Signal metal coverage by tile:
The bar under the picture is 50 um long. 35 x 35 tiles, from dark purple (low) to yellow (high), scaled to the fullest tile. Values are wire area over tile area, all layers added.
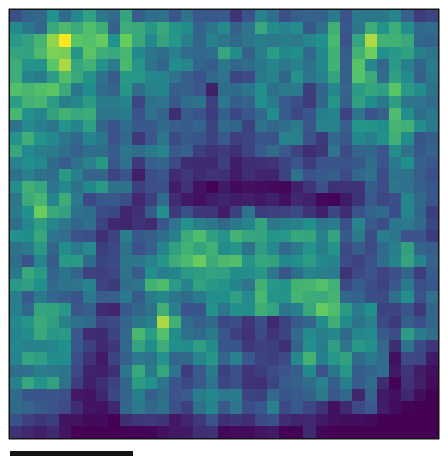
Where the registers sit:
Other sequential cells in the stronger grey, the rest of the logic in the fainter grey.
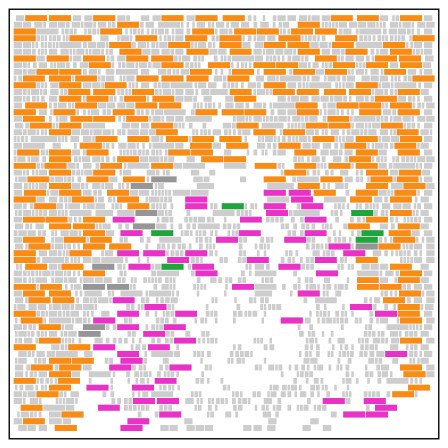
### src/rtl/bank_isu_linefill_tracker.sv
// Bank ISU linefill tracker.
// Keeps a bit per cache set/way that has a linefill outstanding to the BIU.
// Assembles multi-beat BIU read bursts into full lines and hands each line,
// with its set/way, to the ISU issue queue over a valid/ready port.
// Bursts whose first beat carries an id with no linefill outstanding are
// dropped as orphans. Duplicate allocations and orphan bursts raise
// one-cycle error pulses.
module bank_isu_linefill_tracker #(
    parameter int SET_W        = 3,
    parameter int WAY_W        = 3,
    parameter int BEAT_W       = 128,
    parameter int BEATS        = 2,
    parameter int MAX_INFLIGHT = 8,
    localparam int ID_W        = SET_W + WAY_W,
    localparam int CNT_W       = $clog2(MAX_INFLIGHT + 1)
) (
    input  logic                      clk_i,
    input  logic                      rst_i,

    input  logic                      alloc_valid_i,
    output logic                      alloc_ready_o,
    input  logic [SET_W-1:0]          alloc_set_i,
    input  logic [WAY_W-1:0]          alloc_way_i,

    input  logic [SET_W-1:0]          lookup_set_i,
    input  logic [WAY_W-1:0]          lookup_way_i,
    output logic                      lookup_inflight_o,

    input  logic                      biu_rvalid_i,
    output logic                      biu_rready_o,
    input  logic [ID_W-1:0]           biu_rid_i,
    input  logic [BEAT_W-1:0]         biu_rdata_i,

    output logic                      fill_valid_o,
    input  logic                      fill_ready_i,
    output logic [SET_W-1:0]          fill_set_o,
    output logic [WAY_W-1:0]          fill_way_o,
    output logic [BEATS*BEAT_W-1:0]   fill_data_o,

    output logic [CNT_W-1:0]          inflight_cnt_o,
    output logic                      err_dup_alloc_o,
    output logic                      err_orphan_o
);

    localparam int NUM_IDS = 1 << ID_W;
    localparam int BC_W    = (BEATS > 1) ? $clog2(BEATS) : 1;
    localparam int LINE_W  = BEATS * BEAT_W;

    localparam logic [BC_W-1:0]  LAST_BEAT = BC_W'(BEATS - 1);
    localparam logic [CNT_W-1:0] CNT_MAX   = CNT_W'(MAX_INFLIGHT);

    typedef enum logic [1:0] {
        S_IDLE,
        S_COLLECT,
        S_DISCARD,
        S_PRESENT
    } state_t;

    state_t               state_q, state_n;
    logic [BC_W-1:0]      beat_cnt_q, beat_cnt_n;
    logic [NUM_IDS-1:0]   inflight_q, inflight_n;
    logic [CNT_W-1:0]     cnt_q, cnt_n;
    logic [ID_W-1:0]      line_id_q;
    logic [LINE_W-1:0]    line_data_q;
    logic                 fill_valid_q;
    logic                 err_dup_q;
    logic                 err_orphan_q;

    logic [ID_W-1:0]      alloc_id;
    logic [ID_W-1:0]      lookup_id;
    logic                 alloc_hs;
    logic                 beat_hs;
    logic                 fill_hs;
    logic                 same_id_fill;
    logic                 alloc_new;
    logic                 alloc_dup;
    logic                 rid_hit;
    logic                 store_en;
    logic                 latch_id;
    logic                 orphan;

    // Handshake and decode terms, all from registered state plus inputs
    always_comb begin
        alloc_id      = {alloc_set_i, alloc_way_i};
        lookup_id     = {lookup_set_i, lookup_way_i};
        alloc_ready_o = (cnt_q < CNT_MAX);
        biu_rready_o  = (state_q != S_PRESENT);
        lookup_inflight_o = inflight_q[lookup_id];
        alloc_hs      = alloc_valid_i && alloc_ready_o;
        beat_hs       = biu_rvalid_i && biu_rready_o;
        fill_hs       = fill_valid_q && fill_ready_i;
        rid_hit       = inflight_q[biu_rid_i];
        // An alloc that lands on the id being retired this cycle counts as a
        // fresh allocation rather than a duplicate.
        same_id_fill  = fill_hs && (line_id_q == alloc_id);
        alloc_new     = alloc_hs && (!inflight_q[alloc_id] || same_id_fill);
        alloc_dup     = alloc_hs && !alloc_new;
    end

    // In-flight bit vector and outstanding count next-state
    always_comb begin
        inflight_n = inflight_q;
        cnt_n      = cnt_q;
        // Clear before set so a same-id retire/alloc leaves the bit high.
        if (fill_hs) begin
            inflight_n[line_id_q] = 1'b0;
        end
        if (alloc_hs) begin
            inflight_n[alloc_id] = 1'b1;
        end
        case ({alloc_new, fill_hs})
            2'b10:   cnt_n = cnt_q + CNT_W'(1);
            2'b01:   cnt_n = cnt_q - CNT_W'(1);
            default: cnt_n = cnt_q;
        endcase
    end

    // Burst assembly FSM next-state and datapath controls
    always_comb begin
        state_n    = state_q;
        beat_cnt_n = beat_cnt_q;
        store_en   = 1'b0;
        latch_id   = 1'b0;
        orphan     = 1'b0;
        case (state_q)
            S_IDLE: begin
                if (beat_hs) begin
                    if (rid_hit) begin
                        store_en = 1'b1;
                        latch_id = 1'b1;
                        if (BEATS == 1) begin
                            state_n = S_PRESENT;
                        end else begin
                            state_n    = S_COLLECT;
                            beat_cnt_n = BC_W'(1);
                        end
                    end else begin
                        orphan = 1'b1;
                        if (BEATS != 1) begin
                            state_n    = S_DISCARD;
                            beat_cnt_n = BC_W'(1);
                        end
                    end
                end
            end
            S_COLLECT: begin
                if (beat_hs) begin
                    store_en = 1'b1;
                    if (beat_cnt_q == LAST_BEAT) begin
                        state_n    = S_PRESENT;
                        beat_cnt_n = '0;
                    end else begin
                        beat_cnt_n = beat_cnt_q + BC_W'(1);
                    end
                end
            end
            S_DISCARD: begin
                if (beat_hs) begin
                    if (beat_cnt_q == LAST_BEAT) begin
                        state_n    = S_IDLE;
                        beat_cnt_n = '0;
                    end else begin
                        beat_cnt_n = beat_cnt_q + BC_W'(1);
                    end
                end
            end
            S_PRESENT: begin
                if (fill_ready_i) begin
                    state_n = S_IDLE;
                end
            end
            default: begin
                state_n    = S_IDLE;
                beat_cnt_n = '0;
            end
        endcase
    end

    // Control state, tracking state and registered error pulses
    always_ff @(posedge clk_i or negedge rst_i) begin
        if (!rst_i) begin
            state_q      <= S_IDLE;
            beat_cnt_q   <= '0;
            inflight_q   <= '0;
            cnt_q        <= '0;
            fill_valid_q <= 1'b0;
            err_dup_q    <= 1'b0;
            err_orphan_q <= 1'b0;
        end else begin
            state_q      <= state_n;
            beat_cnt_q   <= beat_cnt_n;
            inflight_q   <= inflight_n;
            cnt_q        <= cnt_n;
            fill_valid_q <= (state_n == S_PRESENT);
            err_dup_q    <= alloc_dup;
            err_orphan_q <= orphan;
        end
    end

    // Line assembly register and latched line address
    always_ff @(posedge clk_i or negedge rst_i) begin
        if (!rst_i) begin
            line_id_q   <= '0;
            line_data_q <= '0;
        end else begin
            if (latch_id) begin
                line_id_q <= biu_rid_i;
            end
            for (int unsigned k = 0; k < BEATS; k++) begin
                if (store_en && (beat_cnt_q == BC_W'(k))) begin
                    line_data_q[k*BEAT_W +: BEAT_W] <= biu_rdata_i;
                end
            end
        end
    end

    assign fill_valid_o    = fill_valid_q;
    assign fill_set_o      = line_id_q[ID_W-1:WAY_W];
    assign fill_way_o      = line_id_q[WAY_W-1:0];
    assign fill_data_o     = line_data_q;
    assign inflight_cnt_o  = cnt_q;
    assign err_dup_alloc_o = err_dup_q;
    assign err_orphan_o    = err_orphan_q;

endmodule

### config.mk
export PLATFORM = sky130hd
export DESIGN_NAME = bank_isu_linefill_tracker
export DESIGN_NICKNAME = d
export VERILOG_FILES = /design/src/rtl/bank_isu_linefill_tracker.sv
export SDC_FILE = /design/constraint.sdc
export NUM_CORES = 1
export LEC_CHECK = 0
export ABC_AREA = 1
export CAP_MARGIN = 20
export CORE_UTILIZATION = 52
export CTS_CLUSTER_DIAMETER = 40
export DETAILED_ROUTE_END_ITERATION = 10
export PLACE_DENSITY = 0.92
export SYNTH_ARGS = -nofsm -noshare
export SYNTH_HDL_FRONTEND = slang
export SYNTH_SLANG_ARGS = --single-unit
export TNS_END_PERCENT = 10
### constraint.sdc
create_clock -name clk_i -period 5.9 [get_ports clk_i]
set_input_delay 1.18 -clock clk_i [delete_from_list [all_inputs] [get_ports clk_i]]
set_output_delay 1.18 -clock clk_i [all_outputs]
set_load 0.005 [all_outputs]
==> flow report <==
==============================================================================
Result of the run                                                    completed
Setup fix buffers added after clock tree synthesis                           0
Gate family responsible for the most delay along the worst path   buffers and inverters
Hold depth                                                                   2
Length of routed met3 wiring                                           7480 um
Worst-Margin Slew                                                      1.02 ns
Clock power share                                                        0.257
Total of warnings raised by yosys                                            0
Non-CTS buffers                                                            443
Post-route insts no fill                                                 2,662
Biggest area contributors in the synthesized netlist              sky130_fd_sc_hd__dfrtp_1, sky130_fd_sc_hd__nand2_1, sky130_fd_sc_hd__nand3_1
Fraction of the mapped netlist area in simple logic gates                0.306
Net Sw Frac                                                              0.361
Final net count                                                          2,397
Slew headroom                                                            0.323
Count of instances resized after the clock tree is built                     0
Endpoint of the most critical register-to-register path           inflight_cnt_o[3]
Clock transition at path regs                                          0.05 ns
Critical path arrival                                                  3.60 ns
Total of clock buffers placed in the layout                                 59
Chip width                                                              173 um
Tapcell count                                                              384
Worst hold slack                                                      0.467 ns
Sum Neg Setup Slack                                                       0 ns
Mux share                                                                    0
Number of placed instances, taps included                                2,577
Summed standard-cell area reported by yosys                         15,300 um2
Total Power                                                            10.7 mW
Leading cell kind                                                 sequential cells
Unrepaired setup endpoints after global routing                          false
Area share of the leading cell type in the synthesized netlist           0.551
Power drawn by the sequential cells                                    3.88 mW
Maxcap violations                                                            0
Flip-flops                                                                 336
Final worst path period need                                           4.78 ns
DR pass1 iterations                                                          7
First-pass GRT wire length                                           95,900 um
Synthesized area per cell                                             8.20 um2
Non-clock inverter total of the final layout                                63
Fraction of cell area in non-clock buffers                               0.210
CTS tree                                                                 built
Startpoint type of the worst setup path                             input port
Proportion of power drawn by combinational gates                         0.381
Synthesized-area fraction occupied by xor and xnor cells               0.00287
Final setup margin                                                     1.12 ns
Vias in the first global route                                          16,200
Share of the final layout cell area in sequential cells                  0.398
==============================================================================
-- 'signal metal coverage by tile' (at the start) --
The fullest tile reaches 1.0. The emptiest ninth of the die: lower right. The densest ninth of the die: upper left. The mean over all tiles is 0.37.
total length of routed wires: 62,800 um
routed wirelength normalized by instance count: 23.6 um
overall fraction of global-route tracks in use: 0.417
vias after detailed routing: 16,200

-- 'where the registers sit' (at the start) --
Key: orange = `fill_data_o` [sequential cells 256, where spread over the die]; magenta = `inflight_q` [sequential cells 64]; green = `line_id_q` [sequential cells 6]

[Yosys cell counts]
cell type / n
sky130_fd_sc_hd__nand2_1: 700
sky130_fd_sc_hd__dfrtp_1: 336
sky130_fd_sc_hd__nand3_1: 329
sky130_fd_sc_hd__o21ai_0: 177
sky130_fd_sc_hd__inv_1: 57
sky130_fd_sc_hd__nor2_1: 49
sky130_fd_sc_hd__clkbuf_1: 43
sky130_fd_sc_hd__buf_2: 41
sky130_fd_sc_hd__buf_4: 23
sky130_fd_sc_hd__nor3_1: 17
sky130_fd_sc_hd__o22ai_1: 17
sky130_fd_sc_hd__a21oi_1: 11
sky130_fd_sc_hd__nand4_1: 9
sky130_fd_sc_hd__a22oi_1: 8
sky130_fd_sc_hd__ha_1: 7
sky130_fd_sc_hd__o211ai_1: 6
sky130_fd_sc_hd__clkinv_1: 4
sky130_fd_sc_hd__buf_6: 3
sky130_fd_sc_hd__nand2_2: 3
sky130_fd_sc_hd__nor3_2: 3
sky130_fd_sc_hd__o2bb2ai_1: 3
sky130_fd_sc_hd__xnor2_1: 3
sky130_fd_sc_hd__inv_4: 2
sky130_fd_sc_hd__xor2_1: 2
sky130_fd_sc_hd__a2111oi_0: 1
sky130_fd_sc_hd__a211oi_1: 1
sky130_fd_sc_hd__a32oi_1: 1
sky130_fd_sc_hd__buf_1: 1
sky130_fd_sc_hd__fa_1: 1
sky130_fd_sc_hd__nand2_4: 1
sky130_fd_sc_hd__nand3b_1: 1
sky130_fd_sc_hd__o31ai_1: 1
[sequential cells by signal, indices dropped and copies added, names as in the netlist]
register / count
fill_data_o: 256
inflight_q: 64
line_id_q: 6
inflight_cnt_o: 4
state_q: 2
beat_cnt_q: 1
err_dup_alloc_o: 1
err_orphan_o: 1
fill_valid_o: 1
Power is estimated from default activity; no workload was simulated.
